==> images/detail.png <==
Scale bar: 5 um. Region (35, 35) to (55, 55) um. Cells in grey, sequential cells in the stronger grey; small squares are vias.
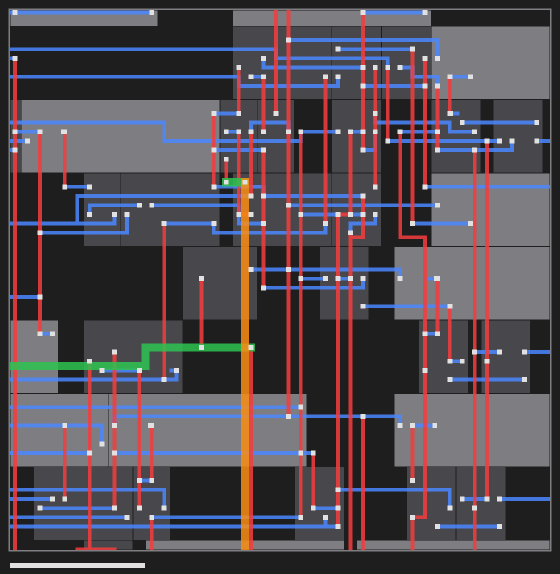
==> images/congestion.png <==
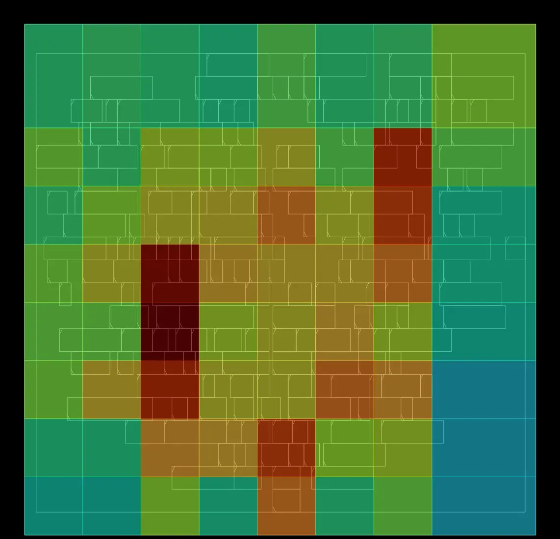
==> images/wires.png <==
Scale bar: 20 um. Only two layers are drawn.
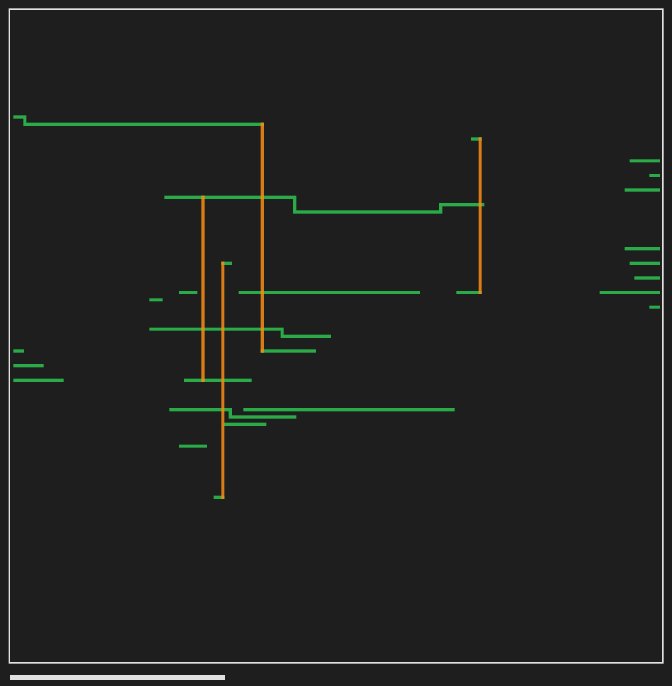
===== src/rtl/uart_rx.sv =====
// uart_rx: 8N1 serial receiver on the 25 MHz clock domain.
// The rx pin goes through a 2-FF synchroniser, a per-bit counter times each bit,
// and the line is sampled at mid-bit. The byte is offered on a valid/ack handshake
// with one-cycle framing and overrun error pulses.
module uart_rx #(
    parameter int unsigned CLKS_PER_BIT = 217
) (
    input  logic       clk_25mhz,
    input  logic       reset,
    input  logic       rx,
    output logic [7:0] data,
    output logic       data_valid,
    input  logic       data_ack,
    output logic       busy,
    output logic       framing_err,
    output logic       overrun_err
);

    localparam int unsigned CW   = $clog2(CLKS_PER_BIT);
    localparam int unsigned HALF = CLKS_PER_BIT / 2;
    localparam int unsigned BW   = 3;

    localparam logic [CW-1:0] CNT_HALF = CW'(HALF - 1);
    localparam logic [CW-1:0] CNT_LAST = CW'(CLKS_PER_BIT - 1);
    localparam logic [BW-1:0] BIT_LAST = BW'(7);

    typedef enum logic [2:0] {
        ST_IDLE      = 3'd0,
        ST_START     = 3'd1,
        ST_DATA      = 3'd2,
        ST_STOP      = 3'd3,
        ST_WAIT_HIGH = 3'd4
    } state_t;

    state_t        state;
    state_t        state_nxt;

    logic          rx_meta;
    logic          rx_s;

    logic [CW-1:0] cnt;
    logic [BW-1:0] bit_idx;
    logic [7:0]    shreg;

    logic          cnt_clr;
    logic          cnt_inc;
    logic          bit_clr;
    logic          bit_inc;
    logic          shift_en;
    logic          load_byte;
    logic          ferr_set;
    logic          oerr_set;
    logic          slot_free;

    logic          cnt_at_half;
    logic          cnt_at_last;

    assign cnt_at_half = (cnt == CNT_HALF);
    assign cnt_at_last = (cnt == CNT_LAST);

    // An ack on the load edge empties the slot before the new byte lands.
    assign slot_free = !data_valid || data_ack;

    // Two-stage synchroniser for the asynchronous rx pin; idles high.
    always_ff @(posedge clk_25mhz) begin
        if (reset) begin
            rx_meta <= 1'b1;
            rx_s    <= 1'b1;
        end else begin
            rx_meta <= rx;
            rx_s    <= rx_meta;
        end
    end

    // FSM state register.
    always_ff @(posedge clk_25mhz) begin
        if (reset) begin
            state <= ST_IDLE;
        end else begin
            state <= state_nxt;
        end
    end

    // FSM next-state logic.
    always_comb begin
        state_nxt = state;
        case (state)
            ST_IDLE: begin
                if (!rx_s) begin
                    state_nxt = ST_START;
                end
            end
            ST_START: begin
                if (cnt_at_half) begin
                    state_nxt = rx_s ? ST_IDLE : ST_DATA;
                end
            end
            ST_DATA: begin
                if (cnt_at_last && (bit_idx == BIT_LAST)) begin
                    state_nxt = ST_STOP;
                end
            end
            ST_STOP: begin
                if (cnt_at_last) begin
                    state_nxt = rx_s ? ST_IDLE : ST_WAIT_HIGH;
                end
            end
            ST_WAIT_HIGH: begin
                if (rx_s) begin
                    state_nxt = ST_IDLE;
                end
            end
            default: begin
                state_nxt = ST_IDLE;
            end
        endcase
    end

    // FSM outputs: datapath strobes and the busy flag.
    always_comb begin
        cnt_clr   = 1'b0;
        cnt_inc   = 1'b0;
        bit_clr   = 1'b0;
        bit_inc   = 1'b0;
        shift_en  = 1'b0;
        load_byte = 1'b0;
        ferr_set  = 1'b0;
        oerr_set  = 1'b0;
        busy      = 1'b1;
        case (state)
            ST_IDLE: begin
                busy    = 1'b0;
                cnt_clr = 1'b1;
            end
            ST_START: begin
                if (cnt_at_half) begin
                    cnt_clr = 1'b1;
                    bit_clr = !rx_s;
                end else begin
                    cnt_inc = 1'b1;
                end
            end
            ST_DATA: begin
                if (cnt_at_last) begin
                    cnt_clr  = 1'b1;
                    shift_en = 1'b1;
                    bit_inc  = (bit_idx != BIT_LAST);
                end else begin
                    cnt_inc = 1'b1;
                end
            end
            ST_STOP: begin
                if (cnt_at_last) begin
                    cnt_clr = 1'b1;
                    if (!rx_s) begin
                        ferr_set = 1'b1;
                    end else if (slot_free) begin
                        load_byte = 1'b1;
                    end else begin
                        oerr_set = 1'b1;
                    end
                end else begin
                    cnt_inc = 1'b1;
                end
            end
            ST_WAIT_HIGH: begin
                busy = 1'b1;
            end
            default: begin
                busy = 1'b0;
            end
        endcase
    end

    // Bit timer, bit index and LSB-first shift register.
    always_ff @(posedge clk_25mhz) begin
        if (reset) begin
            cnt     <= '0;
            bit_idx <= '0;
            shreg   <= 8'h00;
        end else begin
            if (cnt_clr) begin
                cnt <= '0;
            end else if (cnt_inc) begin
                cnt <= cnt + CW'(1);
            end

            if (bit_clr) begin
                bit_idx <= '0;
            end else if (bit_inc) begin
                bit_idx <= bit_idx + BW'(1);
            end

            if (shift_en) begin
                shreg <= {rx_s, shreg[7:1]};
            end
        end
    end

    // Output holding register, valid/ack handshake and error pulses.
    always_ff @(posedge clk_25mhz) begin
        if (reset) begin
            data        <= 8'h00;
            data_valid  <= 1'b0;
            framing_err <= 1'b0;
            overrun_err <= 1'b0;
        end else begin
            framing_err <= ferr_set;
            overrun_err <= oerr_set;
            if (load_byte) begin
                data       <= shreg;
                data_valid <= 1'b1;
            end else if (data_ack) begin
                data_valid <= 1'b0;
            end
        end
    end

endmodule


===== config.mk =====
export PLATFORM = sky130hd
export DESIGN_NAME = uart_rx
export DESIGN_NICKNAME = d
export VERILOG_FILES = /design/src/rtl/uart_rx.sv
export SDC_FILE = /design/constraint.sdc
export NUM_CORES = 1
export LEC_CHECK = 0
export CAP_MARGIN = 20
export CORE_UTILIZATION = 45
export DETAILED_ROUTE_END_ITERATION = 10
export DONT_BUFFER_PORTS = 1
export GPL_TIMING_DRIVEN = 0
export PLACE_DENSITY = 0.65
export SLEW_MARGIN = 20
export SYNTH_ARGS = -nofsm -noshare
export SYNTH_HDL_FRONTEND = slang
export SYNTH_SLANG_ARGS = --single-unit

===== constraint.sdc =====
create_clock -name clk_25mhz -period 2 [get_ports clk_25mhz]
set_input_delay 0.6 -clock clk_25mhz [delete_from_list [all_inputs] [get_ports clk_25mhz]]
set_output_delay 0.6 -clock clk_25mhz [all_outputs]
set_load 0.05 [all_outputs]

==> run_results.csv <==
group,metric,value,unit
status,status,"finished, final reports clean",
pwr,switching_share,20.8,%
logic_synthesis,ys_warn_count,0,
route,drc,0,
global_route,gr-total-overflow,0,
worst_setup_path,cp_cell_sequence,"buf_8 > buf_12 > xnor2_4",
worst_setup_path,critPathRequiredTime,1.40,ns
timing,tns,0,ns
global_route,met2_usage,30.6,%
clocking,root_buffer,"clkbuf_4",
logic_synthesis,syn_area,1550,um2
placed_design,post-place-ws,-0.133,ns
timing,fmax,513,MHz
pwr,internal_power,1.00,mW
logic_synthesis,postSynthSeqShare,45.3,%
global_route,grt_pass1_vias,1154,
placed_design,placed_cell_area,1610,um2
global_route,grt_pass1_wl,5290,um
logic_synthesis,ys_area,1550,um2
logic_synthesis,async_reset_ff_share,0,%
clocking,numCtsBuffers,5,
logic_synthesis,synth-edff-count,0,
timing,whs,0.347,ns
placed_design,io_buffers,0,
timing,slew_viol_final,0,
cells_and_area,nets,187,
logic_synthesis,ys_cells,169,
floorplan,core-area,3150,um2
timing,period_needed,1.95,ns
clocking,hold_buffers,0,
cells_and_area,lay_top_cells,"dfxtp_1, nor2_1, a21oi_1",
clocking,insertion_delay,0.34,ns
worst_setup_path,cp-endpoint,"busy",
worst_setup_path,end_kind,"primary output",
route,dr.pass1.iters,4,
worst_setup_path,cp-startpoint,"state[2]$_SDFFE_PP0P_",
worst_setup_path,r2r_cells,7,
worst_setup_path,start_kind,"flip-flop",
flow_run,warnings,27,
global_route,met3_usage,4.48,%
pwr,p_switching,0.264,mW
worst_setup_path,worst-path-buf-inv,2,
timing,slew_headroom,53.6,%
worst_setup_path,reg2reg_from,"cnt[0]$_SDFFE_PP0P_",
timing,hold_viol_final,0,
global_route,grt_max_degree,12,
logic_synthesis,ys.flops,35,
pwr,ir_drop,0.564,mV
worst_setup_path,critPathKind,"reg -> out",
worst_setup_path,cp_slowest_stage_delay,0.38,ns
route,drt_iter0_markers,68,
worst_setup_path,r2r_end,"shreg[4]$_SDFFE_PP0P_",
floorplan,dieWidth,60.6,um
worst_setup_path,slowest_stage,"xnor2_4",
global_route,antenna_found_initial,0,
-- detail.png (at the start) --
legend:
  metal 4:
    colour: orange
  metal 2:
    colour: red
  metal 1:
    colour: blue
  metal 3:
    colour: green
sequential cells in the window: 6
netlist names of flops here include: `data` (4), `shreg` (2)
most frequent: dfxtp_1 (6), mux2i_1 (5)
cells with their middle in the window: 28

-- congestion.png (at the start) --
post-layout util: 56.5%
GR peak layer: met2
met1 Resource Use GR: 26.6%
Routed WL per cell: 15.0 um
overall routing resource usage: 20.0%

-- wires.png (at the start) --
legend:
  metal 3:
    colour: green
    wire_length: 171 um
  metal 4:
    colour: orange
    wire_length: 74.1 um
WL final: 3360 um
Vias: 1264

==> metal layers <==
metal | up-vias | share of wire (%)
met5 | - | 0
met2 | 40 | 46
met1 | 594 | 47
li1 | 622 | -
met4 | 0 | 2.2
met3 | 8 | 5.1
==> cell families (layout without fill, tap and decap cells) <==
kind of cell | Yosys count | in the layout | share of synthesized area (%)
simple gates | 70 | 70 | 25.5
xor+xnor | 7 | 7 | 3.97
buf+inv | 13 | 24 | 4.05
fa+ha+maj | 4 | 4 | 3.24
compound gates | 30 | 30 | 11.4
flops | 35 | 35 | 45.3
mux | 10 | 10 | 6.48
==> cell usage after synthesis, types with 2 or more instances <==
cell	count	area share, %
dfxtp_1	35	45
nor2_1	21	5.1
a21oi_1	13	4.2
nand3_1	11	3.6
mux2i_1	10	6.5
o21ai_0	10	3.2
nor3_1	8	2.6
xnor2_1	7	4.0
nand2_1	6	1.5
clkbuf_1	5	1.2
ha_1	4	3.2
inv_1	3	0.73
nor4_1	3	1.2
buf_2	2	0.65
nand2b_1	2	0.81
nand4_1	2	0.81
nand4b_1	2	1.1
or2_2	2	0.81
==> final cells by class <==
type | instances | area [um2]
Clock buffer | 6 | 51.3
Fill cell | 297 | 1370
Tap cell | 44 | 55.1
Sequential cell | 35 | 704
Inverter | 3 | 11.3
Clock inverter | 2 | 35.0
Multi-Input combinational cell | 121 | 820
Buffer | 10 | 81.3
Timing Repair Buffer | 3 | 22.5
==> registers in the layout (all words and copies together) (netlist names) <==
| signal | cells |
|---|---|
| bit_idx | 3 |
| overrun_err | 1 |
| framing_err | 1 |
| state | 3 |
| data | 8 |
| data_valid | 1 |
| rx_meta | 1 |
| rx_s | 1 |
| shreg | 8 |
| cnt | 8 |
==> power groups by stage <==
stage                     sequential, mW  clock [mW]  combinational [mW]
after floorplan                    0.717           0              0.0240
after global placement             0.718           0              0.0308
after detailed placement           0.718           0              0.0316
after CTS                          0.702       0.539              0.0335
after global routing               0.702       0.574              0.0373
final                              0.701       0.532              0.0348
==> worst reg2reg max path, delay by kind of cell, from the launching register on <==
| kind | cells | cell delay [ns] |
|---|---|---|
| simple gates | 3 | 0.72 |
| flops | 1 | 0.37 |
| buf+inv | 2 | 0.29 |
| mux | 1 | 0.20 |
| fa+ha+maj | 1 | 0.16 |
==> worst min-delay path by stage <==
stage	from	to	slack (ns)	cells past startpoint
finish	reset	state[1]$_SDFFE_PP0P_	0.35	1
global route	reset	state[1]$_SDFFE_PP0P_	0.33	1
CTS	reset	state[1]$_SDFFE_PP0P_	0.34	1
detailed placement	rx_meta$_SDFF_PP1_	rx_s$_SDFF_PP1_	0.40	1
global placement	rx_meta$_SDFF_PP1_	rx_s$_SDFF_PP1_	0.40	1
floorplan	rx_meta$_SDFF_PP1_	rx_s$_SDFF_PP1_	0.39	1
==> repair_timing <==
| item | CTS | global route |
|---|---|---|
| pin swaps | 1 | 1 |
| resized | 9 | 8 |
| setup buffers | 0 | 3 |
| setup endpoints to repair | 1 | 14 |
Power and IR drop assume default switching activity.
